--- config.mk ---
export PLATFORM = sky130hd
export DESIGN_NAME = fifo_wr_arbiter_flat
export DESIGN_NICKNAME = d
export VERILOG_FILES = /design/src/rtl/fifo_wr_arbiter_if.sv /design/src/rtl/fifo_wr_arbiter.sv /design/src/flat_wrapper.sv
export SDC_FILE = /design/constraint.sdc
export NUM_CORES = 1
export LEC_CHECK = 0
export ABC_AREA = 1
export CORE_MARGIN = 10
export CORE_UTILIZATION = 27
export DETAILED_ROUTE_END_ITERATION = 12
export PLACE_DENSITY = 0.88
export RECOVER_POWER = 100
export SKIP_LAST_GASP = 1
export SYNTH_ARGS = -nofsm -noshare
export SYNTH_HDL_FRONTEND = slang
export SYNTH_SLANG_ARGS = --single-unit
export TNS_END_PERCENT = 1
--- constraint.sdc ---
create_clock -name Clk -period 1.4 [get_ports Clk]
set_input_delay 0.14 -clock Clk [delete_from_list [all_inputs] [get_ports Clk]]
set_output_delay 0.14 -clock Clk [all_outputs]
set_load 0.1 [all_outputs]
--- src/rtl/fifo_wr_arbiter_if.sv ---
// Write-side bundle between n_req valid/ready requesters, the round-robin
// arbiter and the FIFO write port. The arbiter uses the slave modport.
interface fifo_wr_arbiter_if #(
  parameter int n_req   = 4,
  parameter int d_width = 16
);
  localparam int ID_W = $clog2(n_req);

  logic [n_req-1:0]         req_valid;
  logic [n_req*d_width-1:0] req_data;
  logic [n_req-1:0]         req_ready;
  logic                     fifo_full;
  logic                     wr_en;
  logic [d_width-1:0]       wr_data;
  logic [ID_W-1:0]          grant_id;
  logic                     busy;

  modport master (
    output req_valid, req_data, fifo_full,
    input  req_ready, wr_en, wr_data, grant_id, busy
  );

  modport slave (
    input  req_valid, req_data, fifo_full,
    output req_ready, wr_en, wr_data, grant_id, busy
  );
endinterface

--- src/rtl/fifo_wr_arbiter.sv ---
// Round-robin arbiter sharing the FIFO write port between n_req requesters.
// Define FIFO_ARB_BURST_EN for up to burst_len beats per grant; otherwise one beat per grant.
module fifo_wr_arbiter #(
  parameter int n_req     = 4,
  parameter int d_width   = 16,
  parameter int burst_len = 4
) (
  input logic               Clk,
  input logic               Reset,
  fifo_wr_arbiter_if.slave  bus
);

  localparam int ID_W = $clog2(n_req);

  if (n_req < 2) begin : g_bad_n_req
    $error("fifo_wr_arbiter: n_req must be at least 2");
  end
  if (burst_len < 1) begin : g_bad_burst_len
    $error("fifo_wr_arbiter: burst_len must be at least 1");
  end

  typedef enum logic {IDLE, GRANT} state_t;

  state_t          state, state_nxt;
  logic [ID_W-1:0] grant_reg, grant_nxt;
  logic [ID_W-1:0] last, last_nxt;
  logic            xfer;
  logic [d_width-1:0] req_word [n_req];

`ifdef FIFO_ARB_BURST_EN
  localparam int CNT_W = $clog2(burst_len + 1);
  localparam logic [CNT_W-1:0] LAST_BEAT = CNT_W'(burst_len - 1);
  logic [CNT_W-1:0] beat_cnt, cnt_nxt;
`endif

  for (genvar i = 0; i < n_req; i++) begin : g_word
    assign req_word[i] = bus.req_data[i*d_width +: d_width];
  end

  // First valid requester searching circularly from prev+1, wrapping n_req-1 -> 0.
  function automatic logic [ID_W-1:0] rr_pick(input logic [n_req-1:0] v,
                                               input logic [ID_W-1:0]  prev);
    logic [ID_W-1:0] pick;
    logic [ID_W-1:0] idx;
    logic            found;
    pick  = '0;
    found = 1'b0;
    for (int k = 1; k <= n_req; k++) begin
      idx = ID_W'((int'(prev) + k) % n_req);
      if (!found && v[idx]) begin
        pick  = idx;
        found = 1'b1;
      end
    end
    return pick;
  endfunction

  always_ff @(posedge Clk or posedge Reset) begin
    if (Reset) begin
      state     <= IDLE;
      grant_reg <= '0;
      last      <= ID_W'(n_req - 1);
`ifdef FIFO_ARB_BURST_EN
      beat_cnt  <= '0;
`endif
    end else begin
      state     <= state_nxt;
      grant_reg <= grant_nxt;
      last      <= last_nxt;
`ifdef FIFO_ARB_BURST_EN
      beat_cnt  <= cnt_nxt;
`endif
    end
  end

  always_comb begin
    state_nxt     = state;
    grant_nxt     = grant_reg;
    last_nxt      = last;
`ifdef FIFO_ARB_BURST_EN
    cnt_nxt       = beat_cnt;
`endif
    xfer          = 1'b0;
    bus.req_ready = '0;
    bus.wr_en     = 1'b0;
    bus.wr_data   = '0;

    unique case (state)
      IDLE: begin
        if (|bus.req_valid) begin
          grant_nxt = rr_pick(bus.req_valid, last);
          state_nxt = GRANT;
`ifdef FIFO_ARB_BURST_EN
          cnt_nxt   = '0;
`endif
        end
      end
      GRANT: begin
        // Outputs follow fifo_full combinationally so a write never sees a stale flag.
        bus.req_ready[grant_reg] = ~bus.fifo_full;
        bus.wr_data              = req_word[grant_reg];
        xfer                     = bus.req_valid[grant_reg] & ~bus.fifo_full;
        bus.wr_en                = xfer;

        if (!bus.req_valid[grant_reg]) begin
          state_nxt = IDLE;
          last_nxt  = grant_reg;
        end else if (xfer) begin
`ifdef FIFO_ARB_BURST_EN
          cnt_nxt = beat_cnt + CNT_W'(1);
          if (beat_cnt == LAST_BEAT) begin
            state_nxt = IDLE;
            last_nxt  = grant_reg;
          end
`else
          state_nxt = IDLE;
          last_nxt  = grant_reg;
`endif
        end
      end
      default: state_nxt = IDLE;
    endcase
  end

  assign bus.grant_id = grant_reg;
  assign bus.busy     = (state == GRANT);

endmodule

--- src/flat_wrapper.sv ---
// flat-port wrapper written by rule: the top's interface ports become plain ports
module fifo_wr_arbiter_flat 
#(
  parameter int n_req     = 4,
  parameter int d_width   = 16,
  parameter int burst_len = 4
)
  (Clk, Reset, bus_req_valid, bus_req_data, bus_fifo_full, bus_req_ready, bus_wr_en, bus_wr_data, bus_grant_id, bus_busy);
  fifo_wr_arbiter_if #(.n_req(n_req), .d_width(d_width)) bus_i ();
  input logic Clk;
  input logic Reset;
  input wire logic [$bits(bus_i.req_valid)-1:0] bus_req_valid;
  input wire logic [$bits(bus_i.req_data)-1:0] bus_req_data;
  input wire logic [$bits(bus_i.fifo_full)-1:0] bus_fifo_full;
  output wire logic [$bits(bus_i.req_ready)-1:0] bus_req_ready;
  output wire logic [$bits(bus_i.wr_en)-1:0] bus_wr_en;
  output wire logic [$bits(bus_i.wr_data)-1:0] bus_wr_data;
  output wire logic [$bits(bus_i.grant_id)-1:0] bus_grant_id;
  output wire logic [$bits(bus_i.busy)-1:0] bus_busy;
  assign bus_i.req_valid = bus_req_valid;
  assign bus_i.req_data = bus_req_data;
  assign bus_i.fifo_full = bus_fifo_full;
  assign bus_req_ready = bus_i.req_ready;
  assign bus_wr_en = bus_i.wr_en;
  assign bus_wr_data = bus_i.wr_data;
  assign bus_grant_id = bus_i.grant_id;
  assign bus_busy = bus_i.busy;
  fifo_wr_arbiter #(.n_req(n_req), .d_width(d_width), .burst_len(burst_len)) u_core (.Clk(Clk), .Reset(Reset), .bus(bus_i));
endmodule
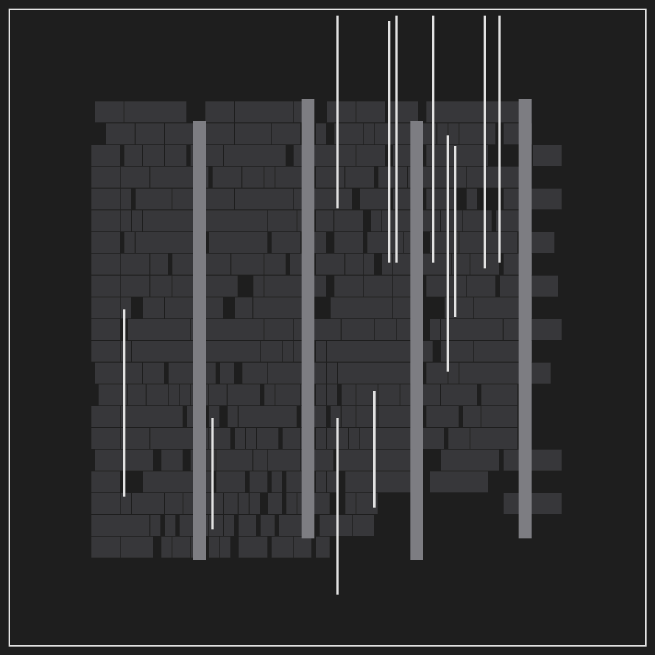
Figure 1: run 1, the metal 4 layer.
Drawn at 8 px/µm. Supply wires on this layer in grey.
share of all routed wire: 4.7%
main direction: vertical
nets with wire on the layer: 12
wire length on this layer: 300 µm

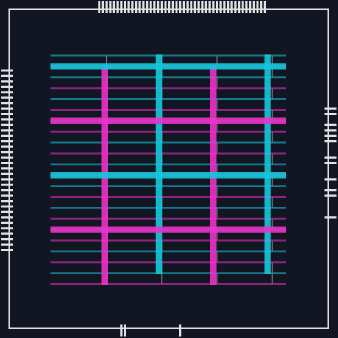
Figure 2: run 1, supply network.
Drawn at 4 px/µm. Pins as bars on the die edge. Tap cells in grey.
legend:
  VDD:
    colour: cyan
  VSS:
    colour: magenta
rows: 21
tap cells: 46
signal pins: 95
met4 straps: 4
Core Area: 3363 µm²

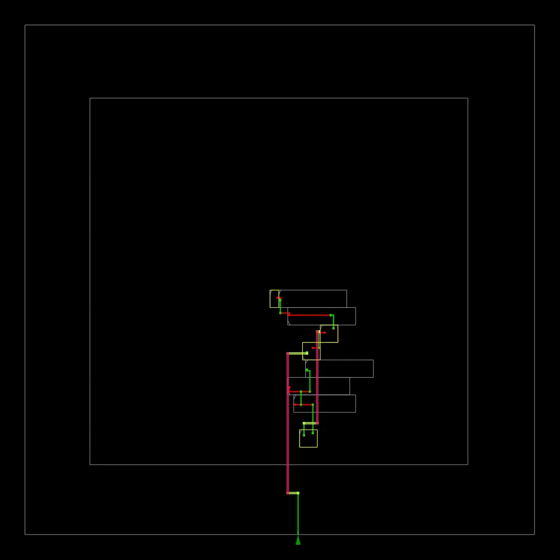
Figure 3: run 1, clock nets.
clk sinks: 5
Clock Buffer Count: 4
number of sequential cells: 5
worst clock skew: 1.102 ps

==> ci_impl_report.md, run 1 <==
## Synthesis and layout report

| Metric | Value |
|---|---|
| Filler cell count in the final layout | 188 |
| Mean routed wirelength per cell | ~20 µm |
| Post-detailed-placement half-perimeter wirelength | 5041 µm |
| Insertion delay at the late pin of the worst-skew pair | between 200 and 250 ps |
| Max-slew violation count | 0 |
| Wire length of the first global-routing pass | 9287 µm |
| Max-cap check violation count | 0 |
| Worst r2r src | u_core.last[0]$_DFFE_PP1P_ |
| Overflow left after global routing | 0 |
| Most frequent cells after synthesis | sky130_fd_sc_hd__nand2_1, sky130_fd_sc_hd__a22oi_1, sky130_fd_sc_hd__a31oi_1 |
| Hold-fix buffer count after cts | 0 |
| Synth top cell by count | sky130_fd_sc_hd__nand2_1 |
| Mean instance size in the synthesized netlist | slightly below 6 µm² |
| Number of endpoints failing setup at the final stage | 26 |
| Vertical die size | just under 80 µm |
| Critical path class | flop to output port |
| Count of state elements after synthesis | 5 |
| Yosys cell count | between 150 and 200 |
| Class of the tightest hold or removal check | input port to async pin |
| Post-Syn Nets | ~230 |
| Startpoint of the most critical setup path | u_core.bus.grant_id[0]$_DFFE_PP0P_ |
| Worst Slack Setup Final | -380.1 ps |
| Min cycle time layout | 1780 ps |
| Floorplan row count | 21 |
| Kind of end point of the critical path | output port |
| Slew at the pin closest to its max-slew limit | 298.2 ps |
| Final RePlAce weighted congestion | about 0.84 |
| All-layer global routing usage | roughly 18% |
| Maximum net fanout on the critical path | 17 |
| Count of buffers inserted at the top-level ports | approximately 94 |
| Clock-pin slew on the worst setup and hold paths | roughly 40 ps |
| Io pins | about 95 |
| Worst EP required | around 1300 ps |
| Number of buffers created by CTS | 3 |
| Number of antenna violations at the first check in global routing | 0 |
| Gate count of the mapped netlist | 163 |
| Warning count from the yosys run | 0 |
| Chip width | around 79 µm |
| Distinct cells, synth | 25 |
| Area growth from synthesis to layout | 194.2% |
| Result of the run | finished, violations left |
| Final net count | approximately 350 |
| Clock tree from TritonCTS | yes |
| WL final | between 6000 and 7000 µm |
| Antenna cells | 0 |
| Worst slack at placement | -263.8 ps |
| Share of async-settable or async-resettable flops after synthesis | 100.0% |
| Yosys chip area | approximately 950 µm² |
| Total Negative Setup Slacks | -7264 ps |
| Final worst-path cycle share | 127.2% |
| Pin count of the biggest net entering global routing | 18 |
| RSZ-0062 raised after global routing | yes |
| Number of synthesized flops with an enable pin | 0 |
| Total count of hold-check failures in the final report | 0 |
| Total number of warnings across the stage logs | 29 |
| H-tree levels | 1 |
| Initial Util | 28.31% |
| Total number of vias | approximately 1.7k |
| Area taken by flip-flops and latches | 138.9 µm² |
| Number of global-route vias before repair | between 1.5k and 2k |
| Element type at the critical path start | flop |
| Violated checks | setup timing |
| Footprint of the multi-input gates | around 1100 µm² |
| Routed Antenna Nets | 0 |
| Finished layout cell area | 2801 µm² |
| Overall chip area | ~6300 µm² |
| Predominant post-synthesis flop cell | sky130_fd_sc_hd__dfrtp_1 |
| Fmax | approximately 0.56 GHz |
| Leading area contributor after synthesis | sky130_fd_sc_hd__nand2_1 |
| Placed inst area | approximately 2700 µm² |
| Cell area after technology mapping | roughly 950 µm² |
| Data arrival time of the worst path | roughly 1600 ps |
| Via density per instance | approximately 5.4 |
| Share of synthesized area occupied by flip-flops and latches | between 10 and 15% |
| Maximum count of clock buffers along a single path | 2 |
| Share of layout cells above drive strength 1 | between 40% and 50% |
| Area share of the leading cell type in the synthesized netlist | 26.02% |
| DRC violations left | 0 |
| Count of TritonRoute iterations in the first routing pass | 4 |
| Worst rel slew slack | 79.94% |
| Clock tree root driver cell | sky130_fd_sc_hd__clkbuf_4 |
| Initial detailed-routing violation count | 68 |
| Most area-consuming cells after synthesis | sky130_fd_sc_hd__nand2_1, sky130_fd_sc_hd__a22oi_1, sky130_fd_sc_hd__a31oi_1 |
==> run 1: through the flow <==
| step | util (%) | hold WS, ps | std cells |
|---|---|---|---|
| 2_1_floorplan | - | -82.85 | 163 |
| 3_3_place_gp | 78.98 | 370.9 | 316 |
| 3_5_place_dp | 78.98 | 362.3 | 316 |
| 4_1_cts | 80.92 | 117.2 | 322 |
| 5_1_grt | 83.30 | 272.3 | 322 |
| 6_report | 83.30 | 251.4 | 322 |
==> run 1: layout by cell type (no fill, tap or decap), drive strengths merged <==
cell type      Yosys  final
dfrtp              3      3
a31oi             17     17
clkdlybuf4s50      0     69
nand3              8      8
nor4               1      1
nand4              2      2
nand3b             1      1
o21ai              3      3
a21oi              2      2
buf                6     45
nor2               9      9
a22oi             17     17
nand2             77     77
inv               10     10
clkbuf             1      5
dlygate4sd3        0      1
dfstp              2      2
o21bai             1      1
nor3               2      2
or2                1      1
==> run 1: area by class of cell <==
class                   count  area share [%]
multi-input cells         141           40.37
well taps                  46           2.054
flip-flops and latches      5           4.958
repair buffers            116           49.98
inverters                  10           1.697
clock buffers               4          0.9379
==> run 1: logic make-up (layout without fill, tap and decap cells) <==
kind of cell	Yosys count	after routing	share of synthesized area, %
AND/OR/NAND/NOR	101	101	49.41
AND-OR/OR-AND	40	40	28.38
buffers and inverters	17	130	8.803
flip-flops	5	5	13.40
==> run 1: metal layers <==
metal | up-vias | routed length (µm) | GRT usage, %
li1 | 796 | - | -
met3 | 25 | 521 | 5.180
met2 | 105 | 3583 | 35.56
met4 | 0 | 299 | 6.989
met5 | - | 0 | 0
met1 | 798 | 1970 | 17.35
==> run 1: flip-flops by register name, indices dropped and copies added, names as in the netlist <==
name,count
u_core.bus.grant_id,2
u_core.bus.busy,1
u_core.last,2
==> run 1: worst paths after layout <==
| path | to | slack, ps | cells past startpoint |
|---|---|---|---|
| max reg2reg | u_core.bus.grant_id[1]$_DFFE_PP0P_ | -190 | 10 |
| min | u_core.bus.busy$_DFF_PP0_ | 250 | 2 |
| min in group Clk | u_core.bus.grant_id[0]$_DFFE_PP0P_ | 600 | 2 |
| max | bus_wr_data[3] | -380 | 7 |
| min reg2reg | u_core.bus.grant_id[0]$_DFFE_PP0P_ | 600 | 2 |
| max in group asynchronous | u_core.last[1]$_DFFE_PP1P_ | 910 | 2 |
==> run 1: critical path: stages, from the launching register on <==
cell                      delay (ps)
sky130_fd_sc_hd__dfrtp_4         450
sky130_fd_sc_hd__buf_4           130
sky130_fd_sc_hd__nand2_2          60
sky130_fd_sc_hd__inv_2            80
sky130_fd_sc_hd__buf_12          150
sky130_fd_sc_hd__nand2_1         100
sky130_fd_sc_hd__a31oi_4         220
sky130_fd_sc_hd__buf_12          200
==> run 1: timing repair <==
item	4_1_cts	5_1_grt
endpoints found under the setup margin	26	26
pin swaps	10	14
resized	4	22
buffers inserted	2	0
--- run 2 (diff from run 1) ---
ABC_AREA = 0   (was 1)
CORE_UTILIZATION = 26   (was 27)
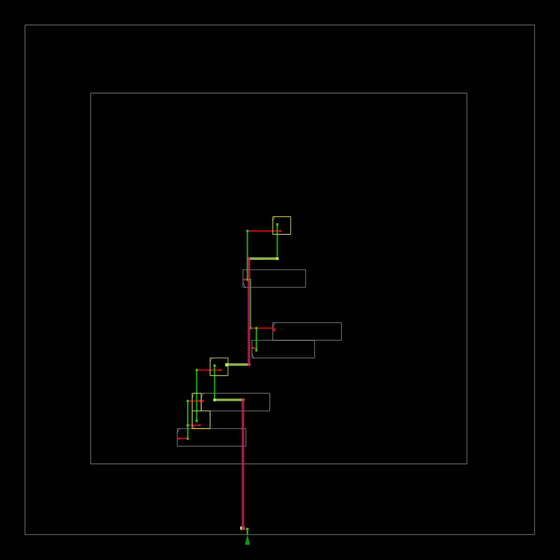
Figure 4: run 2, clock nets.
worst clock skew: 8.612 ps
number of buffers created by CTS: 3
insertion delay at the late pin of the worst-skew pair: 250 ps

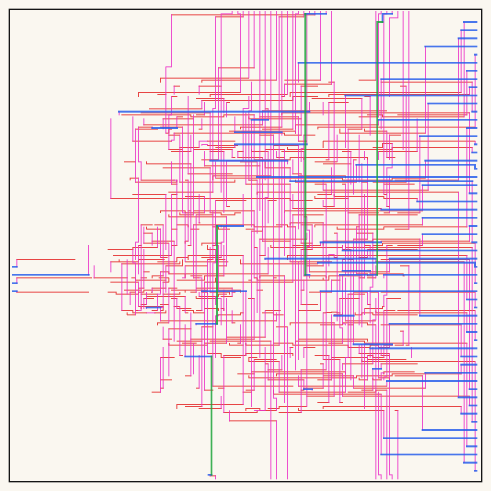
Figure 5: run 2, routed metal, one colour a layer.
Drawn at 6 px/µm.
legend:
  met3:
    colour: blue
    wire_length: 674 µm
  met4:
    colour: green
    wire_length: 123 µm
  met2:
    colour: magenta
    wire_length: 2930 µm
  met1:
    colour: red
    wire_length: 2440 µm
all-layer global routing usage: 17.63%
mean routed wirelength per cell: 26.48 µm
WL final: 6169 µm
total number of vias: 1250

==> run 2 against run 1 <==
  * The run still ends with setup timing left
  * Worst hold slack lost 9.2 ps
  * Synthesized cell count shrank 51%
  * Sequential cell count is the same
  * Non-clock buffer count shrank 5
  * Design area shrank 15%
  * Clock-buffer cell count is the same
  * Via count shrank 27%
  * Critical endpoint is now bus_wr_data[4]
==> ci_impl_report.md, run 2 <==
## Synthesis and layout report

| Metric | Value |
|---|---|
| Result of the run | finished, violations left |
| Violated checks | setup timing |
| Wire length of the first global-routing pass | ~8200 µm |
| Initial Util | 26.87% |
| Fmax | around 0.52 GHz |
| Clock tree from TritonCTS | yes |
| Number of endpoints failing setup at the final stage | 25 |
| Finished layout cell area | 2375 µm² |
| Placed inst area | 2223 µm² |
| Kind of end point of the critical path | output port |
| Worst EP required | between 1000 and 1500 ps |
| Area growth from synthesis to layout | 166.9% |
| Post-Syn Nets | approximately 150 |
| Warning count from the yosys run | 0 |
| Total number of warnings across the stage logs | 29 |
| Gate count of the mapped netlist | 80 |
| Final RePlAce weighted congestion | approximately 0.76 |
| Hold-fix buffer count after cts | 0 |
| Pin count of the biggest net entering global routing | 24 |
| Critical path class | flop to output port |
| Class of the tightest hold or removal check | input port to async pin |
| Min cycle time layout | between 1500 and 2000 ps |
| H-tree levels | 1 |
| Mean instance size in the synthesized netlist | 11.12 µm² |
| Hold slack | 242.2 ps |
| Antenna cells | 0 |
| Post-detailed-placement half-perimeter wirelength | between 4000 and 5000 µm |
| Met1 global-route usage | between 20 and 25% |
| Clk sinks | 5 |
| Cell area after technology mapping | 889.6 µm² |
| Worst Slack Setup Final | -528.1 ps |
| Predominant post-synthesis flop cell | sky130_fd_sc_hd__dfrtp_1 |
| Count of state elements after synthesis | 5 |
| Utilization of the core after routing | a little under three quarters |
| Number of antenna violations at the first check in global routing | 0 |
| Share of async-settable or async-resettable flops after synthesis | 100.0% |
| Worst slack at placement | -386.1 ps |
| Leading area contributor after synthesis | sky130_fd_sc_hd__mux4_2 |
| Max-slew violation count | 0 |
| Leading cell types in the layout, fill and taps excluded | sky130_fd_sc_hd__clkdlybuf4s50_1, sky130_fd_sc_hd__buf_12, sky130_fd_sc_hd__mux4_2 |
| Vertical die size | approximately 80 µm |
| Maximum net fanout on the critical path | 5 |
| Most area-consuming cells after synthesis | sky130_fd_sc_hd__mux4_2, sky130_fd_sc_hd__and2_1, sky130_fd_sc_hd__dfrtp_1 |
| Data arrival time of the worst path | roughly 1800 ps |
| Worst rel slew slack | approximately 79% |
| Core Area | about 3300 µm² |
| Share of layout cells above drive strength 1 | 49.20% |
| Final worst-path cycle share | 137.7% |
| Floorplan row count | 21 |
| Overall chip area | 6161 µm² |
| Routed Antenna Nets | 0 |
| Routing layer with the top usage in global route | met2 |
| Final net count | 259 |
| Element type at the critical path start | flop |
| Max-cap check violation count | 0 |
| Yosys cell count | roughly 80 |
| Total count of hold-check failures in the final report | 0 |
| Area share of the leading cell type in the synthesized netlist | about two fifths |
| Met3 demand-to-capacity share in global routing | 4.670% |
| DRC violations left | 0 |
| Met2 Resource Use GR | just under 30% |
| Maximum count of clock buffers along a single path | 2 |
| Via density per instance | 5.365 |
| Distinct cells, synth | 31 |
| RSZ-0062 raised after global routing | yes |
| Yosys chip area | roughly 900 µm² |
| Count of buffers inserted at the top-level ports | about 94 |
| Clock tree root driver cell | sky130_fd_sc_hd__clkbuf_4 |
| Initial detailed-routing violation count | ~110 |
| Number of global-route vias before repair | ~1.2k |
| Overflow left after global routing | 0 |
| Chip width | between 70 and 80 µm |
| Io pins | 95 |
| Total Negative Setup Slacks | -10680 ps |
| Share of synthesized area occupied by flip-flops and latches | between 10% and 20% |
| Clock-pin slew on the worst setup and hold paths | roughly 50 ps |
| Slew at the pin closest to its max-slew limit | 316.4 ps |
| Most frequent cells after synthesis | sky130_fd_sc_hd__and2_1, sky130_fd_sc_hd__mux4_2, sky130_fd_sc_hd__inv_1 |
| Most frequent logic cell in the layout | sky130_fd_sc_hd__clkdlybuf4s50_1 |
| Count of TritonRoute iterations in the first routing pass | 4 |
| Number of synthesized flops with an enable pin | 0 |
## run 2: cell types whose count changed in the layout (fill, tap and decap cells not counted), moves of 3 or more
| cell | before | now |
|---|---|---|
| sky130_fd_sc_hd__nand2_1 | 52 | 2 |
| sky130_fd_sc_hd__buf_4 | 15 | 12 |
| sky130_fd_sc_hd__mux4_2 | 0 | 16 |
| sky130_fd_sc_hd__nand2_2 | 19 | 2 |
| sky130_fd_sc_hd__inv_2 | 3 | 0 |
| sky130_fd_sc_hd__nand2_4 | 6 | 0 |
| sky130_fd_sc_hd__a22oi_2 | 9 | 0 |
| sky130_fd_sc_hd__and2_4 | 0 | 7 |
| sky130_fd_sc_hd__nand3_1 | 8 | 0 |
| sky130_fd_sc_hd__a22oi_1 | 8 | 0 |
| sky130_fd_sc_hd__a31oi_4 | 17 | 0 |
| sky130_fd_sc_hd__and2_2 | 0 | 7 |
| sky130_fd_sc_hd__nor2_4 | 5 | 0 |
## run 2: worst max-delay path, stage by stage (launching register included)
cell and delay [ps]:
sky130_fd_sc_hd__dfrtp_4 470, sky130_fd_sc_hd__clkbuf_16 170, sky130_fd_sc_hd__mux4_2 510, sky130_fd_sc_hd__and2_2 230
sky130_fd_sc_hd__buf_12 160
## run 2: through the flow
stage | cells
2_1_floorplan | 80
3_3_place_gp | 221
3_5_place_dp | 221
4_1_cts | 227
5_1_grt | 233
6_report | 233
## run 2: worst paths after layout
path | to | cells after the start | startpoint | slack [ps]
hold reg to reg | u_core.last[1]$_DFFE_PP1P_ | 1 | u_core.last[1]$_DFFE_PP1P_ | 570
setup reg to reg | u_core.last[0]$_DFFE_PP1P_ | 7 | u_core.bus.grant_id[0]$_DFFE_PP0P_ | -440
max in group asynchronous | u_core.last[1]$_DFFE_PP1P_ | 2 | Reset | 920
setup / recovery | bus_wr_data[4] | 4 | u_core.bus.grant_id[0]$_DFFE_PP0P_ | -530
hold / removal | u_core.bus.busy$_DFF_PP0_ | 2 | Reset | 240
min in group Clk | u_core.last[1]$_DFFE_PP1P_ | 1 | u_core.last[1]$_DFFE_PP1P_ | 570
## run 2: area by class of cell
type | count | area, µm²
clock buffers | 4 | 26.28
flip-flops and latches | 5 | 138.9
repair buffers | 111 | 1356
fillers | 218 | 935.9
inverters | 5 | 18.77
multi-input cells | 62 | 777.0
well taps | 46 | 57.56
## run 2: logic make-up after synthesis
logic type             share of synthesized area [%]
AOI/OAI and AO/OA                              11.82
buffers and inverters                          8.439
DFF                                            14.35
muxes                                          46.27
and+or+nand+nor                                19.13
## run 2: timing repair
item	in CTS	in global routing
resized	1	13
cloned	0	1
buffers inserted	2	5
endpoints found under the setup margin	25	24
endpoints found under the hold margin	0	0
pin swaps	0	1
## run 2: per-layer routing
layer / vias to the layer above / wire length [µm]
li1: 528 / -
met1: 612 / 2437
met2: 102 / 2934
met3: 8 / 674
met4: 0 / 122
met5: - / 0
